===== config.mk =====
export PLATFORM = sky130hd
export DESIGN_NAME = alu_issue_unit
export DESIGN_NICKNAME = d
export VERILOG_FILES = /design/src/rtl/alu_issue_unit.sv
export SDC_FILE = /design/constraint.sdc
export NUM_CORES = 1
export LEC_CHECK = 0
export ABC_AREA = 1
export CORE_ASPECT_RATIO = 0.6
export CORE_MARGIN = 4
export CORE_UTILIZATION = 43
export DETAILED_ROUTE_END_ITERATION = 7
export GPL_TIMING_DRIVEN = 1
export PLACE_DENSITY_LB_ADDON = 0.05
export SYNTH_ARGS = -nofsm -noshare
export SYNTH_HDL_FRONTEND = slang
export SYNTH_SLANG_ARGS = --single-unit

===== constraint.sdc =====
create_clock -name clk -period 10.8 [get_ports clk]
set_clock_uncertainty 0.05 [all_clocks]
set_input_delay 1.08 -clock clk [delete_from_list [all_inputs] [get_ports clk]]
set_output_delay 1.08 -clock clk [all_outputs]
set_load 0.01 [all_outputs]

===== src/rtl/alu_issue_unit.sv =====
// alu_issue_unit: issue/retire stage sitting beside an AluExecElement.
// Accepts one decoded ALU op, latches its operands and drives the element.
// Then waits for `completed`, captures `out` and hands it to writeback.
// Optional feature: define ALU_ISSUE_TIMEOUT_EN to abort a WAIT that lasts
// TIMEOUT_CYCLES cycles. The aborted op returns 32'hDEADBEEF with res_error set.
module alu_issue_unit #(
  parameter int unsigned TIMEOUT_CYCLES = 64,
  parameter int unsigned TCNT_W         = 7
) (
  input  logic        clk,
  input  logic        reset,
  // Decoded-op handshake
  input  logic        in_valid,
  output logic        in_ready,
  input  logic [5:0]  in_inst_num,
  input  logic [31:0] in_const16_x,
  input  logic [4:0]  in_shift5,
  input  logic [31:0] in_rs,
  input  logic [31:0] in_rt,
  input  logic [4:0]  in_dest,
  // Execution element interface
  output logic        elem_reset,
  output logic [5:0]  elem_inst_num,
  output logic [31:0] elem_const16_x,
  output logic [4:0]  elem_shift5,
  output logic [31:0] elem_rs,
  output logic [31:0] elem_rt,
  input  logic        elem_completed,
  input  logic [31:0] elem_out,
  // Writeback handshake
  output logic        res_valid,
  input  logic        res_ready,
  output logic [4:0]  res_dest,
  output logic [31:0] res_value,
  output logic        res_error,
  output logic        busy
);

  // The wait counter must be able to represent TIMEOUT_CYCLES.
  if ((2 ** TCNT_W) <= TIMEOUT_CYCLES) begin : g_tcnt_too_narrow
    $error("alu_issue_unit: TCNT_W too small for TIMEOUT_CYCLES");
  end

  typedef enum logic [1:0] {
    StIdle,
    StWait,
    StResult
  } state_e;

  state_e state_q, state_d;

  // Single-cycle strobes decoded from the current state and handshakes
  logic accept;
  logic capture;
  logic retire;
  logic abort;

  // Latched operands
  logic [5:0]  inst_q;
  logic [31:0] const16_q;
  logic [4:0]  shift5_q;
  logic [31:0] rs_q;
  logic [31:0] rt_q;
  logic [4:0]  dest_q;

  // Captured result
  logic [31:0] value_q;

`ifdef ALU_ISSUE_TIMEOUT_EN
  localparam logic [TCNT_W-1:0] TcntLast = TCNT_W'(TIMEOUT_CYCLES - 1);
  logic [TCNT_W-1:0] tcnt_q;
  logic              error_q;
  logic              limit_hit;

  assign limit_hit = (tcnt_q == TcntLast);
`endif

  // State register; async reset drops any in-flight op
  always_ff @(posedge clk or posedge reset) begin
    if (reset) begin
      state_q <= StIdle;
    end else begin
      state_q <= state_d;
    end
  end

  // Next-state logic and handshake strobes
  always_comb begin
    state_d = state_q;
    accept  = 1'b0;
    capture = 1'b0;
    retire  = 1'b0;
    abort   = 1'b0;
    unique case (state_q)
      StIdle: begin
        if (in_valid) begin
          accept  = 1'b1;
          state_d = StWait;
        end
      end
      StWait: begin
        // A completion arriving on the limit cycle beats the timeout.
        if (elem_completed) begin
          capture = 1'b1;
          state_d = StResult;
        end
`ifdef ALU_ISSUE_TIMEOUT_EN
        else if (limit_hit) begin
          abort   = 1'b1;
          state_d = StResult;
        end
`endif
      end
      StResult: begin
        if (res_ready) begin
          retire  = 1'b1;
          state_d = StIdle;
        end
      end
      default: begin
        state_d = StIdle;
      end
    endcase
  end

  // Operand latch; written only on accept so elem_* are stable in WAIT
  always_ff @(posedge clk or posedge reset) begin
    if (reset) begin
      inst_q    <= '0;
      const16_q <= '0;
      shift5_q  <= '0;
      rs_q      <= '0;
      rt_q      <= '0;
      dest_q    <= '0;
    end else if (accept) begin
      inst_q    <= in_inst_num;
      const16_q <= in_const16_x;
      shift5_q  <= in_shift5;
      rs_q      <= in_rs;
      rt_q      <= in_rt;
      dest_q    <= in_dest;
    end
  end

  // Result capture; held while writeback stalls
  always_ff @(posedge clk or posedge reset) begin
    if (reset) begin
      value_q <= '0;
    end else if (capture) begin
      value_q <= elem_out;
    end else if (abort) begin
      value_q <= 32'hDEAD_BEEF;
    end
  end

`ifdef ALU_ISSUE_TIMEOUT_EN
  // Wait counter: cleared on accept, counts each cycle spent in WAIT
  always_ff @(posedge clk or posedge reset) begin
    if (reset) begin
      tcnt_q <= '0;
    end else if (accept) begin
      tcnt_q <= '0;
    end else if (state_q == StWait && !limit_hit) begin
      tcnt_q <= tcnt_q + 1'b1;
    end
  end

  // Error flag: set by a timeout, cleared by a normal capture or retire
  always_ff @(posedge clk or posedge reset) begin
    if (reset) begin
      error_q <= 1'b0;
    end else if (abort) begin
      error_q <= 1'b1;
    end else if (capture || retire) begin
      error_q <= 1'b0;
    end
  end

  assign res_error = error_q;
`else
  assign res_error = 1'b0;
`endif

  // State-decoded outputs; elem_reset is high in reset because state is IDLE
  always_comb begin
    in_ready   = (state_q == StIdle);
    busy       = (state_q != StIdle);
    elem_reset = (state_q != StWait);
    res_valid  = (state_q == StResult);
  end

  assign elem_inst_num  = inst_q;
  assign elem_const16_x = const16_q;
  assign elem_shift5    = shift5_q;
  assign elem_rs        = rs_q;
  assign elem_rt        = rt_q;
  assign res_dest       = dest_q;
  assign res_value      = value_q;

endmodule


==> run_1/layer_met1.png <==
Bar = 50 um.
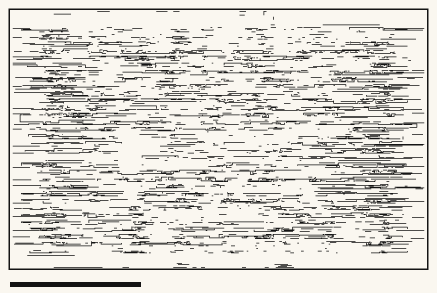
longest straight run: 26.2 um
main direction: horizontal
fraction of met1 tracks used by global routing: 0.281
total length of routed wires: 18.9 mm
total number of vias: 5,608

==> run_1/layer_met2.png <==
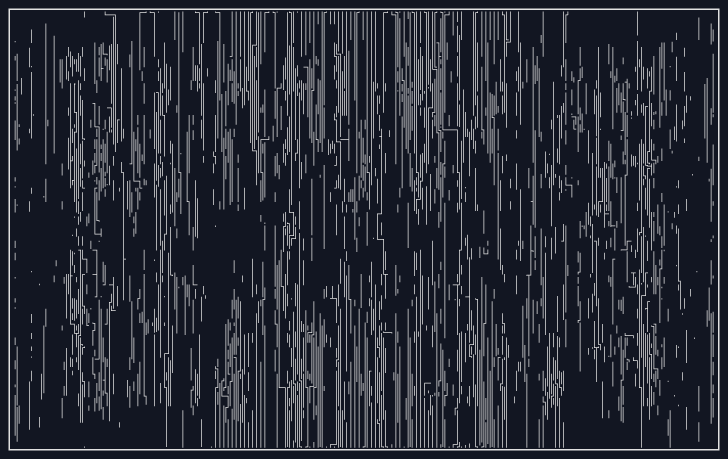
main direction: vertical
wire length on this layer: 9,380 um
met2 track demand over resource: 0.409

==> README.md, run 1 <==
| Item | This run |
|:---|:---|
| Outcome | finished, final reports clean |
| Area added between synthesis and finish | 59.7% |
| Iteration-0 DRC count of the detailed router | 464 |
| Reg2Reg Depth | 6 |
| Overall fraction of global-route tracks in use | 0.235 |
| Count of warnings emitted by yosys | 0 |
| Final total negative setup slack | 0 ps |
| Worst slack at placement | 6800 ps |
| Floorplan net count | 792 |
| Vias per inst | 5.14 |
| Reg2Reg Launch Point | state_q[0]$_DFFE_PP0P_ |
| CTS Sinks | 146 |
| Pin slew with the least headroom to its limit | 1240 ps |
| Number of cell instances after yosys synthesis | 643 |
| Core outline area | 13,100 um^2 |
| Worst Slack Setup Final | 6470 ps |
| Shortest clock period the worst path allows after layout | 4330 ps |
| Maximum number of pins on one net before global-route repair | 114 |
| Crit-path cells | buf_4 -> nor2_4 -> buf_4 -> clkdlybuf4s50_1 |
| Post-Synthesis Cell Area | 5890 um^2 |
| Cell depth of the worst hold path | 2 |
| Largest fanout on the critical path | 78 |
| Classification of the worst setup path | reg -> out |
| Horizontal extent of the die | 159 um |
| Reg-to-reg slack, setup | 7320 ps |
| Area leader, netlist | dfrtp_1 |
| Area fraction of the dominant cell type after synthesis | 0.620 |
| Seq cells post-synth | 146 |
| Buffer count from post-CTS setup fixing | 0 |
| Delay of the slowest critical-path stage | 760 ps |
| Clock H-tree levels | 4 |
| Cell at the slowest stage of the critical path | buf_4 |
| Hold Path Class | reg -> reg |
| First drt pass iteration count | 5 |
| Nets | 1,059 |
| Power density over cell area | 304 nW/um^2 |
| Number of CTS-inserted buffers | 17 |
| Chip footprint | 15,700 um^2 |
| Layout cell share with drive strength beyond 1 | 0.0423 |
| Number of top-level pins | 298 |
| Antenna violations before repair | 0 |
| Tally of buffers added on design ports | 296 |
| Clock latency reported for the late side of the worst-skew pair | 410 ps |
| Setup crit start | state_q[0]$_DFFE_PP0P_ |
| Resize count post-CTS | 0 |
| Warning total across the stage logs | 28 |
| Static Leakage | 4.53 nW |
| Cell count after synthesis | 643 |
| Die extent in y | 98.7 um |
| Initial core utilization | 0.449 |
| Worst EP arrival | 3200 ps |
| Final setup violation count | 0 |
| Worst rel slew slack | 0.171 |
| Hpwl dp | 13.1 mm |
| Period Utilization, post-route | 0.401 |
| Most common cell after layout, fill and taps aside | clkdlybuf4s50_1 |
| Distinct lib cells used | 16 |
| Dpl cell area | 8770 um^2 |
| Final design area excluding fillers | 9410 um^2 |
| Critical path endpoint | in_ready |
| Fmax achieved | 231 MHz |
| Setup repair after global routing missed its margin | no |
| Rows | 32 |
| Sequential share of the synthesized area | 0.620 |
| Hold_buf cts | 0 |
| Max capacitance violation total | 0 |
| Endpoint of the most critical register-to-register path | elem_rs[29]$_DFFE_PP0P_ |
| Crit path launch type | flip-flop |
| Most numerous logic cells after layout | clkdlybuf4s50_1, nand2_1, dfrtp_1 |
| Routed wire per std cell | 17.3 um |
| Cells taking the most area after synthesis | dfrtp_1, nand2_1, nand3_1 |
| Gpl congestion | 0.845 |
| Clock input transition at the sequential cells of the worst setup and hold paths | 60 ps |
| First-pass GRT wire length | 29.7 mm |
| Overflow left after global routing | 0 |
| Required time of the critical path | 9670 ps |
| Busiest layer in global routing | met2 |
| Cell type with the highest occurrence count on the critical path | buf_4 |
| Vias in the first global route | 5,596 |
| Min Hold Slack | 417 ps |
| Maximum count of clock buffers along a single path | 2 |
| Post-synthesis area per instance | 9.16 um^2 |
| Final-report hold violation count | 0 |
| Post-detailed-route DRC marker count | 0 |
| Critical Path Sink Type | output port |
| Yosys synthesis chip area | 5890 um^2 |
| Count of nets left with antenna violations after detail routing | 0 |
| Post-route core utilization | 0.716 |
| Master cell of the clock root buffer | clkbuf_16 |
| TritonCTS clock tree | built |
| VDD IR max | 0.208 mV |
| Diode insertion count for antenna repair | 0 |
| Number of slew-limit violations in the final report | 0 |
==> run_1/layer_met3.png <==
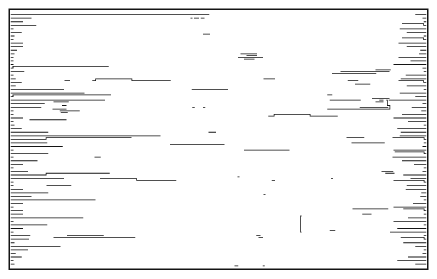
main direction: horizontal
nets with wire on the layer: 178
wire length on this layer: 1,630 um
longest straight run: 75.4 um
global-route track usage on met3: 0.0865

run 1: layout make-up:
| type | instances | area (um^2) |
|---|---|---|
| repair buffers | 300 | 2990 |
| inverters | 4 | 20.0 |
| well taps | 170 | 213 |
| flip-flops and latches | 146 | 3650 |
| fillers | 991 | 3720 |
| clock inverters | 13 | 210 |
| clock buffers | 18 | 429 |
| multi-input cells | 441 | 1890 |
run 1: power breakdown:
part	total [mW]	switching (mW)	internal (mW)
registers	0.962	0.152	0.810
logic	1.26	0.632	0.627
clock network	0.635	0.226	0.409
run 1: cell families (layout without fill, tap and decap cells):
family | Yosys count | after routing | share of synthesized area
compound gates | 1 | 1 | 0.000849
other cells | 1 | 1 | 0.000637
buf+inv | 56 | 335 | 0.0593
simple gates | 439 | 439 | 0.319
flops | 146 | 146 | 0.620
run 1: registers in the layout (all words and copies together), names as in the netlist:
name,count
elem_const16_x,32
elem_inst_num,6
elem_rs,32
elem_rt,32
elem_shift5,5
res_dest,5
res_value,32
state_q,2
run 1: critical path, delay by kind of cell, from the launching register on:
kind                   cells  cell delay [ps]
buffers and inverters      3             1690
AND/OR/NAND/NOR            1              670
flip-flops                 1              360
run 1: metrics by stage:
step           power [mW]  instances
3_5_place_dp         2.23       1061
3_3_place_gp         2.20       1061
5_1_grt              3.03       1092
6_report             2.86       1092
4_1_cts              2.88       1092
2_1_floorplan        1.54        643
run 1: worst min path at each step:
stage                                           from                    endpoint  slack, ps
final                        elem_rt[24]$_DFFE_PP0P_     elem_rt[24]$_DFFE_PP0P_        420
after global routing      elem_shift5[2]$_DFFE_PP0P_  elem_shift5[2]$_DFFE_PP0P_        430
after CTS                    elem_rt[24]$_DFFE_PP0P_     elem_rt[24]$_DFFE_PP0P_        420
after detailed placement     elem_rt[18]$_DFFE_PP0P_     elem_rt[18]$_DFFE_PP0P_        410
after global placement       elem_rs[25]$_DFFE_PP0P_     elem_rs[25]$_DFFE_PP0P_        400
after floorplan              elem_rt[17]$_DFFE_PP0P_     elem_rt[17]$_DFFE_PP0P_        460
run 1: synthesized netlist by cell type, drive strengths merged:
cell and count:
inv 4, nor2 2, dfrtp 146, o21ai 1, nand4 32, nand3 113, nand2 292, buf 40
conb 1, clkbuf 12
run 1: routing by layer:
metal / routed length [um] / part of all wire
met1: 7580 / 0.40
met2: 9380 / 0.50
met3: 1630 / 0.086
met4: 279 / 0.015
met5: 0 / 0
==> run 1 -> run 2 <==
CORE_UTILIZATION = 40   (was 43)
clock period = 4.3 ns   (was 10.8 ns; I/O delays follow)
==> README.md, run 2 <==
| Item | This run | vs previous |
|:---|:---|:---|
| Seq cells post-synth | 146 | unchanged |
| Cells taking the most area after synthesis | dfrtp_1, nand2_1, nand3_1 |  |
| Number of CTS-inserted buffers | 17 | unchanged |
| Final design area excluding fillers | 9420 um^2 | +0.12% |
| Most numerous logic cells after layout | clkdlybuf4s50_1, nand2_1, dfrtp_1 |  |
| Post-synth EDFFs | 0 | unchanged |
| Clock latency reported for the late side of the worst-skew pair | 390 ps | -20 ps |
| Classification of the worst setup path | reg -> out |  |
| Post-detailed-route DRC marker count | 0 | unchanged |
| Die extent in y | 102 um | +3.4% |
| Endpoint of the most critical register-to-register path | res_value[26]$_DFFE_PP0P_ |  |
| Pin slew with the least headroom to its limit | 1210 ps | -31.5 ps |
| Routed wire per std cell | 16.5 um | -4.7% |
| Horizontal extent of the die | 165 um | +3.5% |
| Busiest layer in global routing | met2 |  |
| Diode insertion count for antenna repair | 0 | unchanged |
| Reg-to-reg slack, setup | 1930 ps | -5390 ps |
| Most common cell after layout, fill and taps aside | clkdlybuf4s50_1 |  |
| Overflow left after global routing | 0 | unchanged |
| Crit path launch type | flip-flop |  |
| Static Leakage | 4.50 nW | -0.74% |
| Hold path start | elem_const16_x[9]$_DFFE_PP0P_ |  |
| Final-report hold violation count | 0 | unchanged |
| Distinct lib cells used | 16 | unchanged |
| Critical Path Sink Type | output port |  |
| Warning total across the stage logs | 30 | +7.1% |
| Number of top-level pins | 298 | unchanged |
| Sequential share of the synthesized area | 0.620 | unchanged |
| First-pass GRT wire length | 28.5 mm | -3.9% |
| Core outline area | 14,500 um^2 | +10% |
| Yosys synthesis chip area | 5890 um^2 | unchanged |
| Clock input transition at the sequential cells of the worst setup and hold paths | 60 ps | about the same |
| Post-synthesis area per instance | 9.16 um^2 | unchanged |
| Dpl cell area | 8830 um^2 | +0.70% |
| Hold_buf cts | 0 | unchanged |
| Buffer count from post-CTS setup fixing | 0 | unchanged |
| Worst rel slew slack | 0.192 | +0.0211 |
| Reg2Reg Launch Point | state_q[1]$_DFFE_PP0P_ |  |
| Commonest register cell after synthesis | dfrtp_1 |  |
| Overall fraction of global-route tracks in use | 0.217 | -0.0188 |
| Layout cell share with drive strength beyond 1 | 0.0433 | +0.00104 |
| Nets | 1,061 | +0.19% |
| Cell depth of the worst hold path | 2 | unchanged |
| Hold Path End | elem_const16_x[9]$_DFFE_PP0P_ |  |
| Final setup violation count | 0 | unchanged |
| Shortest clock period the worst path allows after layout | 2460 ps |  |
| Gpl congestion | 0.862 | +2.0% |
| Initial core utilization | 0.407 | -0.0413 |
| Count of placed standard cells including taps | 1,091 | +2.8% |
| Clock H-tree levels | 4 | unchanged |
| Iteration-0 DRC count of the detailed router | 410 | -12% |
| Power density over cell area | 747 nW/um^2 | +150% |
| Count of warnings emitted by yosys | 0 | unchanged |
| Master cell of the clock root buffer | clkbuf_16 |  |
| First drt pass iteration count | 6 | +1 |
| Vias per inst | 4.81 | -6.3% |
| Antenna violations before repair | 0 | unchanged |
| Area leader, netlist | dfrtp_1 |  |
| Outcome | finished, final reports clean |  |
| Most numerous cell in the Yosys netlist | nand2_1 |  |
| Cell count after synthesis | 643 | unchanged |
| Maximum number of pins on one net before global-route repair | 147 | +29% |
| Largest fanout on the critical path | 35 | -55% |
| Chip footprint | 16,800 um^2 | +7.0% |
| Area fraction of the dominant cell type after synthesis | 0.620 | unchanged |
| Hpwl dp | 12.9 mm | -1.3% |
| Required time of the critical path | 3820 ps | -5850 ps |
| Count of placed standard cells in the final layout, fillers left out | 1,121 | +2.7% |
| Number of cell instances after yosys synthesis | 643 | unchanged |
| Number of slew-limit violations in the final report | 0 | unchanged |
| Count of nets left with antenna violations after detail routing | 0 | unchanged |
| Floorplan net count | 792 | unchanged |
| Reg2Reg Depth | 4 | -2 |
| Worst EP arrival | 1980 ps | -1220 ps |
| TritonCTS clock tree | built |  |
| FFs w/ async S/R, synth | 1.00 | unchanged |
| Max capacitance violation total | 0 | unchanged |
| Setup repair after global routing missed its margin | no |  |
| Vias in the first global route | 5,452 | -2.6% |
| Post-synth top cells | nand2_1, dfrtp_1, nand3_1 |  |
| Area added between synthesis and finish | 59.9% |  |
| Hold Path Class | reg -> reg |  |
| Post-Synthesis Cell Area | 5890 um^2 | unchanged |
| Final total negative setup slack | 0 ps | unchanged |
| Fmax achieved | 406 MHz |  |
| Tally of buffers added on design ports | 296 | unchanged |
| Number of inserted filler cells in the final layout | 1,216 | +23% |
| Maximum count of clock buffers along a single path | 2 | unchanged |
| Rows | 34 | +6.3% |
| Resize count post-CTS | 0 | unchanged |
| CTS Sinks | 146 | unchanged |
| VDD IR max | 0.390 mV | +88% |
| Period Utilization, post-route | 0.573 |  |
==> run 2: cell counts after synthesis <==
Identical to the previous run, type by type.
==> run 2: worst max path at each step <==
stage / start / end / slack [ps] / cells past startpoint
5_1_grt: state_q[1]$_DFFE_PP0P_ / res_value[21]$_DFFE_PP0P_ / 1690 / 4
3_5_place_dp: elem_completed / res_value[26]$_DFFE_PP0P_ / 1600 / 5
6_report: state_q[1]$_DFFE_PP0P_ / elem_reset / 1840 / 3
3_3_place_gp: elem_completed / res_value[24]$_DFFE_PP0P_ / 1710 / 5
4_1_cts: state_q[1]$_DFFE_PP0P_ / elem_reset / 1810 / 3
2_1_floorplan: reset / elem_const16_x[0]$_DFFE_PP0P_ / 1990 / 1
==> run 2: final cells by class <==
class                           instances  area (um^2)  share of cell area
Multi-Input combinational cell        441         1890               0.201
Clock buffer                           18          429              0.0456
Tap cell                              198          248              0.0263
Sequential cell                       146         3650               0.388
Timing Repair Buffer                  302         3020               0.320
Clock inverter                         12          160              0.0170
Inverter                                4         18.8             0.00199
==> run 2: critical path, stage by stage (launching register included) <==
cell and delay (ps):
dfrtp_1 410, inv_2 420, nand2_1 220, clkdlybuf4s50_1 530
==> run 2: per-stage QoR <==
step | hold slack [ps] | setup WS (ps) | power (mW) | util
after global routing | 433 | 1690 | 7.53 | 0.651
after CTS | 423 | 1810 | 7.13 | 0.651
after detailed placement | 407 | 1600 | 5.62 | 0.611
after global placement | 402 | 1710 | 5.54 | 0.611
after floorplan | 456 | 1990 | 3.87 | -
final | 421 | 1840 | 7.04 | 0.651
==> run 2: logic make-up (layout without fill, tap and decap cells) <==
| logic type | Yosys count | in the layout | synth area share |
|---|---|---|---|
| AND-OR/OR-AND | 1 | 1 | 0.000849 |
| flip-flops | 146 | 146 | 0.620 |
| buffers and inverters | 56 | 336 | 0.0593 |
| other | 1 | 1 | 0.000637 |
| AND/OR/NAND/NOR | 439 | 439 | 0.319 |
==> run 2: where the power goes <==
| part | leakage (nW) | switching [mW] | total [mW] | internal, mW |
|---|---|---|---|---|
| Clock | 0.263 | 0.564 | 1.47 | 0.909 |
| Sequential | 1.81 | 0.379 | 2.41 | 2.03 |
| Combinational | 2.43 | 1.57 | 3.16 | 1.58 |
==> run 2: routing by layer <==
metal	up-vias	part of all wire
li1	2614	-
met3	27	0.097
met1	2549	0.41
met5	-	0
met2	207	0.47
met4	0	0.022
==> run_2/layer_met3.png <==
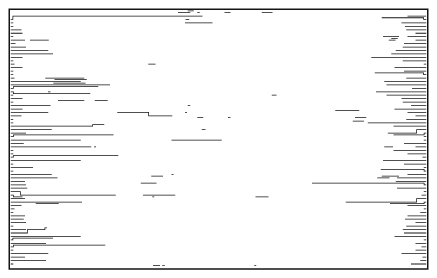
wire length on this layer: 1,790 um
nets with wire on the layer: 168
share of all routed wire: 9.7%
total number of vias: 5,397
global-route track usage on met3: 0.0822
total length of routed wires: 18.5 mm

==> run_2/layer_met2.png <==
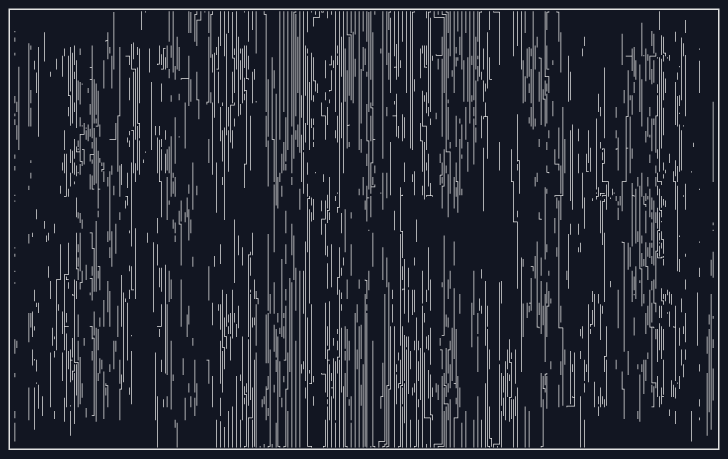
met2 track demand over resource: 0.350

==> run_2/layer_met1.png <==
Bar = 50 um.
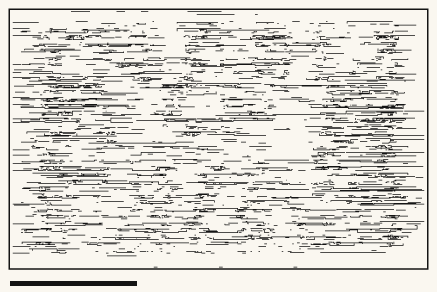
fraction of met1 tracks used by global routing: 0.270

Power figures rest on the tool's default switching activity, not on a simulated workload.
